File: config.mk
export PLATFORM = sky130hd
export DESIGN_NAME = exec_result_stage
export DESIGN_NICKNAME = d
export VERILOG_FILES = /design/src/rtl/exec_result_stage.sv
export SDC_FILE = /design/constraint.sdc
export NUM_CORES = 1
export LEC_CHECK = 0
export ABC_AREA = 1
export CAP_MARGIN = 10
export CELL_PAD_IN_SITES_DETAIL_PLACEMENT = 2
export CELL_PAD_IN_SITES_GLOBAL_PLACEMENT = 2
export CORE_UTILIZATION = 23
export CTS_CLUSTER_SIZE = 12
export DETAILED_ROUTE_END_ITERATION = 6
export PLACE_DENSITY = 0.8
export SKIP_LAST_GASP = 1
export SLEW_MARGIN = 10
export SYNTH_ARGS = -nofsm -noshare
export SYNTH_HDL_FRONTEND = slang
export SYNTH_SLANG_ARGS = --single-unit
File: constraint.sdc
create_clock -name clk -period 1.65 [get_ports clk]
set_input_delay 0.4125 -clock clk [delete_from_list [all_inputs] [get_ports clk]]
set_output_delay 0.4125 -clock clk [all_outputs]
set_load 0.02 [all_outputs]
File: src/rtl/exec_result_stage.sv
// Execute/result stage: registers ALU flags, resolves branches, runs load/store
// handshakes and issues writebacks. Optional memory watchdog under MEM_TIMEOUT_EN.
module exec_result_stage #(
    parameter int REG_AW         = 3,
    parameter int TIMEOUT_CYCLES = 16
) (
    input  logic              clk,
    input  logic              rst_n,
    input  logic              in_valid,
    output logic              in_ready,
    input  logic [3:0]        aluop,
    input  logic [15:0]       alu_out,
    input  logic              zero,
    input  logic              neg,
    input  logic              ovf,
    input  logic [REG_AW-1:0] rd,
    input  logic [15:0]       st_data,
    input  logic [15:0]       br_target,
    output logic              wb_en,
    output logic [REG_AW-1:0] wb_addr,
    output logic [15:0]       wb_data,
    output logic              br_taken,
    output logic [15:0]       br_pc,
    output logic              mem_req,
    output logic              mem_we,
    output logic [15:0]       mem_addr,
    output logic [15:0]       mem_wdata,
    input  logic              mem_ack,
    input  logic [15:0]       mem_rdata,
    output logic [2:0]        flags,
    output logic              mem_err
);

    typedef enum logic [1:0] {S_IDLE, S_MEM, S_WB} state_e;

    localparam logic [3:0] OP_LAST_ALU = 4'd8;
    localparam logic [3:0] OP_BEQ      = 4'd9;
    localparam logic [3:0] OP_BLT      = 4'd10;
    localparam logic [3:0] OP_BGT      = 4'd11;
    localparam logic [3:0] OP_LOAD     = 4'd12;
    localparam logic [3:0] OP_STORE    = 4'd13;

    if (TIMEOUT_CYCLES < 1 || TIMEOUT_CYCLES > 256) begin : g_bad_timeout
        $error("TIMEOUT_CYCLES must be in 1..256");
    end

    state_e              state_q, state_d;
    logic [2:0]          flags_q, flags_d;
    logic                wb_en_q, wb_en_d;
    logic [REG_AW-1:0]   wb_addr_q, wb_addr_d;
    logic [15:0]         wb_data_q, wb_data_d;
    logic                br_taken_q, br_taken_d;
    logic [15:0]         br_pc_q, br_pc_d;
    logic                mem_req_q, mem_req_d;
    logic                mem_we_q, mem_we_d;
    logic [15:0]         mem_addr_q, mem_addr_d;
    logic [15:0]         mem_wdata_q, mem_wdata_d;
    logic                accept;
    logic                taken;

`ifdef MEM_TIMEOUT_EN
    localparam logic [7:0] TIMEOUT_LAST = 8'(TIMEOUT_CYCLES - 1);
    logic [7:0] tmo_cnt_q, tmo_cnt_d;
    logic       mem_err_q, mem_err_d;
`endif

    assign in_ready = (state_q == S_IDLE);
    assign accept   = in_valid && in_ready;

    always_comb begin
        taken = 1'b0;
        case (aluop)
            OP_BEQ:  taken = zero;
            OP_BLT:  taken = neg;
            OP_BGT:  taken = !neg && !zero;
            default: taken = 1'b0;
        endcase
    end

    always_comb begin
        // NOTE: every next-state signal gets a default first so no path leaves it unassigned (no latches).
        state_d     = state_q;
        flags_d     = flags_q;
        wb_en_d     = 1'b0;
        wb_addr_d   = wb_addr_q;
        wb_data_d   = wb_data_q;
        br_taken_d  = 1'b0;
        br_pc_d     = br_pc_q;
        mem_req_d   = mem_req_q;
        mem_we_d    = mem_we_q;
        mem_addr_d  = mem_addr_q;
        mem_wdata_d = mem_wdata_q;
`ifdef MEM_TIMEOUT_EN
        tmo_cnt_d   = '0;
        mem_err_d   = mem_err_q;
`endif
        case (state_q)
            S_IDLE: begin
                if (accept) begin
                    if (aluop <= OP_BGT) flags_d = {ovf, neg, zero};
                    if (aluop <= OP_LAST_ALU) begin
                        wb_en_d   = 1'b1;
                        wb_addr_d = rd;
                        wb_data_d = alu_out;
                    end else if (aluop <= OP_BGT) begin
                        br_taken_d = taken;
                        if (taken) br_pc_d = br_target;
                    end else if (aluop == OP_LOAD || aluop == OP_STORE) begin
                        state_d    = S_MEM;
                        mem_req_d  = 1'b1;
                        mem_we_d   = (aluop == OP_STORE);
                        mem_addr_d = alu_out;
                        if (aluop == OP_STORE) mem_wdata_d = st_data;
                        else                   wb_addr_d   = rd;
                    end
                end
            end
            S_MEM: begin
                if (mem_ack) begin
                    mem_req_d = 1'b0;
                    if (!mem_we_q) begin
                        wb_en_d   = 1'b1;
                        wb_data_d = mem_rdata;
                        state_d   = S_WB;
                    end else begin
                        state_d   = S_IDLE;
                    end
                end
`ifdef MEM_TIMEOUT_EN
                // An ack arriving on the final watchdog cycle takes priority over the timeout.
                else if (tmo_cnt_q == TIMEOUT_LAST) begin
                    mem_req_d = 1'b0;
                    mem_err_d = 1'b1;
                    state_d   = S_IDLE;
                end else begin
                    tmo_cnt_d = tmo_cnt_q + 8'd1;
                end
`endif
            end
            S_WB:    state_d = S_IDLE;
            default: state_d = S_IDLE;
        endcase
    end

    // NOTE: sequential state uses non-blocking assignments only, so all registers update together.
    always_ff @(posedge clk or negedge rst_n) begin
        if (!rst_n) begin
            state_q     <= S_IDLE;
            flags_q     <= '0;
            wb_en_q     <= 1'b0;
            wb_addr_q   <= '0;
            wb_data_q   <= '0;
            br_taken_q  <= 1'b0;
            br_pc_q     <= '0;
            mem_req_q   <= 1'b0;
            mem_we_q    <= 1'b0;
            mem_addr_q  <= '0;
            mem_wdata_q <= '0;
        end else begin
            state_q     <= state_d;
            flags_q     <= flags_d;
            wb_en_q     <= wb_en_d;
            wb_addr_q   <= wb_addr_d;
            wb_data_q   <= wb_data_d;
            br_taken_q  <= br_taken_d;
            br_pc_q     <= br_pc_d;
            mem_req_q   <= mem_req_d;
            mem_we_q    <= mem_we_d;
            mem_addr_q  <= mem_addr_d;
            mem_wdata_q <= mem_wdata_d;
        end
    end

`ifdef MEM_TIMEOUT_EN
    always_ff @(posedge clk or negedge rst_n) begin
        if (!rst_n) begin
            tmo_cnt_q <= '0;
            mem_err_q <= 1'b0;
        end else begin
            tmo_cnt_q <= tmo_cnt_d;
            mem_err_q <= mem_err_d;
        end
    end
    assign mem_err = mem_err_q;
`else
    assign mem_err = 1'b0;
`endif

    assign flags     = flags_q;
    assign wb_en     = wb_en_q;
    assign wb_addr   = wb_addr_q;
    assign wb_data   = wb_data_q;
    assign br_taken  = br_taken_q;
    assign br_pc     = br_pc_q;
    assign mem_req   = mem_req_q;
    assign mem_we    = mem_we_q;
    assign mem_addr  = mem_addr_q;
    assign mem_wdata = mem_wdata_q;

endmodule
### Wiring heat map, run 1

(2 px per µm) 24 x 24 tiles, from dark purple (low) to yellow (high), scaled to the fullest tile. Values are wire area over tile area, all layers added.
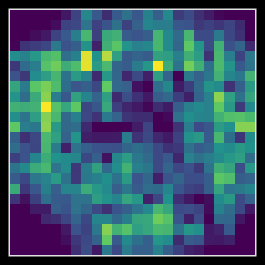
nearly empty tiles: 11%
fullest tile: 0.37
tiles over half the peak: 23%
mean over tiles: 0.12
emptiest ninth of the die: lower left

### Wiring by layer, run 1

(3 px per µm) Two of the layers only.
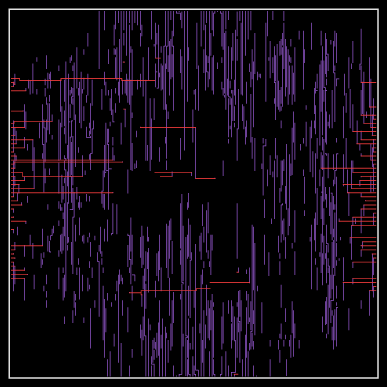
| color | layer | wire length |
|---|---|---|
| red | met3 | 582 µm |
| purple | met2 | 6,140 µm |
drt wl/cell: 16.2 µm
via count: 3,309
wirelength, routed: 11.9 mm

### Placed standard cells, run 1

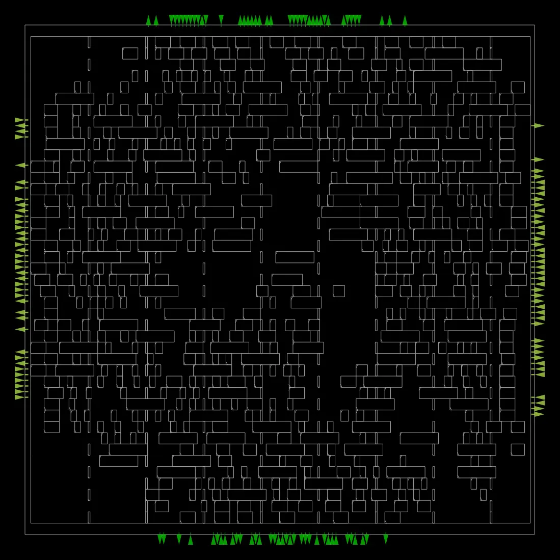
filler cell count: 1,556
fraction of area in registers: 35.0%

### Gate-type map, run 1

(3 px per µm)
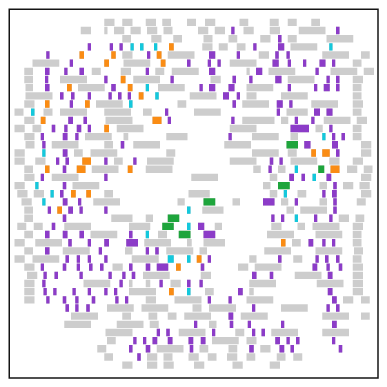
| color | family | cells | most used |
|---|---|---|---|
| orange | inverting AOI/OAI gates | 29 | o21ai_0 |
| green | NOR gates | 7 | nor2_4 |
| cyan | inverters | 23 | inv_1 |
| purple | NAND gates | 225 | nand2_1 |

==> flow_metrics.py <==
# Synthesis and PnR figures
metrics = {
    "outcome": {
        "status": "completed",
    },
    "yosys": {
        "async_flop_share_pct": 100,
        "area_leaders": "dfrtp_1, nand2_1, nand3_1",
        "synth-edff-count": 0,
        "syn_area_per_cell_um2": 8.76,
        "synth-seq-cells": 76,
        "top_cells_by_count": "nand2_1, dfrtp_1, nand3_1",
        "ys_sh_aoi_pct": 5.32,
        "xor_area_share_pct": 0,
        "synthFlopType": "dfrtp_1",
        "ys_sh_mux_pct": 0,
        "yosys_cells": 381,
        "simple_gate_share_pct": 31.5,
        "synthesis.nets": 459,
        "syn-instance-count": 381,
        "yosysWarnings": 0,
    },
    "run": {
        "maxCapViolations": 0,
        "log.warning_count": 27,
    },
    "setup_path": {
        "r2r-end": "br_pc[10]$_DFFE_PN0P_",
        "startpoint": "aluop[3]",
        "cpMaxStageDelayCell": "clkdlybuf4s50_1",
        "worstPathRequired_ps": 1890,
        "worst-path-stages": 8,
        "path_class": "primary input to register",
        "cp_data_arrival_time_ps": 1770,
        "endpoint_kind": "register",
        "worstPathCellList": "clkdlybuf4s50_1, nand2_1, inv_2, nand2_1, nor2_4, inv_2, buf_12, o21ai_0",
        "r2r-start": "state_q[1]$_DFFE_PN0P_",
        "critPathCapture": "mem_addr[6]$_DFFE_PN0P_",
        "crit_path_max_incr_delay_ps": 510,
        "rrSetupSlack_ps": 170,
        "path_max_fanout": 29,
        "startpoint_type": "primary input",
    },
    "clock_network": {
        "clk_pin_slew_ps": 60,
        "worstSkewPairLatency_ps": 330,
        "cts_root_buffer": "clkbuf_16",
        "cts_tree": "built",
        "holdBufCountCts": 0,
        "cts_max_level": 3,
        "ctsResizeCount": 75,
        "ctsLongestPathBuffers": 2,
    },
    "pwr": {
        "p_total_mw": 6.46,
        "p_sw_share_pct": 34.1,
        "powerDensity_nw_per_um2": 1190,
        "internal_power_mw": 4.26,
        "p_comb_mw": 2.02,
        "ir_worst_vdd_uv": 408,
        "top_power_group": "registers",
        "pg_clk_mw": 1.92,
        "leakagePower_nw": 2.84,
        "seq_power_share_pct": 39.1,
        "powerSeq_mw": 2.53,
        "pwr-share-comb_pct": 31.2,
    },
    "cells_and_area": {
        "diodes": 0,
        "finalNonFillerCells": 736,
        "layout-drive-gt1-share_pct": 11.2,
        "logic_area_um2": 1230,
        "postLayoutCoreUtil_pct": 38.7,
        "regArea_um2": 1900,
        "stdcell_area_um2": 5430,
        "layout_top_cells": "nand2_1, dfrtp_1, clkdlybuf4s50_1",
        "syn2layout_area_growth_pct": 62.7,
    },
    "placed_design": {
        "portBuffers": 152,
        "place_inst": 720,
    },
    "routing": {
        "first_pass_iters": 4,
        "vias_per_cell": 4.50,
        "antenna_left": 0,
        "drc": 0,
    },
    "sta": {
        "fin_crit_sh_pct": 93.2,
        "layout_min_cycle_time_ps": 1540,
        "fin_skew_ps": 9.50,
        "final-setup-viol-count": 0,
        "hold_viol": 0,
        "setup_ws_ps": 113,
        "fin_hold_ws_ps": 22.6,
        "grt_setup_unrepaired": "false",
        "setup_tns_ps": 0,
    },
    "global_route": {
        "grt_use_met3_pct": 4.04,
        "grt_util_met1_pct": 20.2,
        "grt.overflow.total": 0,
        "gr-usage-met2_pct": 29.1,
        "grt_max_degree": 33,
        "antenna_found_initial": 0,
        "busiest_layer": "met2",
        "grt_pass1_wl_mm": 19.1,
    },
    "floorplan": {
        "floorplan.core_util_pct": 23.8,
        "core_um2": 14000,
        "io_pins": 154,
    },
    "hold_path": {
        "min_path_type": "primary input to asynchronous set/reset pin",
    },
}
==> run 1: flip-flops by register name, summed over array words and instances, names as in the netlist <==
register   cells
br_pc         16
br_taken       1
flags          3
mem_addr      16
mem_req        1
mem_wdata     16
mem_we         1
state_q        2
wb_addr        3
wb_data       16
wb_en          1
==> run 1: metal layers <==
metal	up-vias	wire length [µm]
met2	92	6140
met3	11	582
li1	1554	-
met5	-	0
met4	0	156
met1	1652	5080
==> run 1: final cells by class <==
cell class / count / share of cell area, %
Timing Repair Buffer: 177 / 31.3
Clock inverter: 5 / 0.968
Sequential cell: 76 / 35.0
Multi-Input combinational cell: 264 / 22.7
Tap cell: 180 / 4.15
Clock buffer: 11 / 4.29
Inverter: 23 / 1.64
Power is estimated from default activity; no workload was simulated.
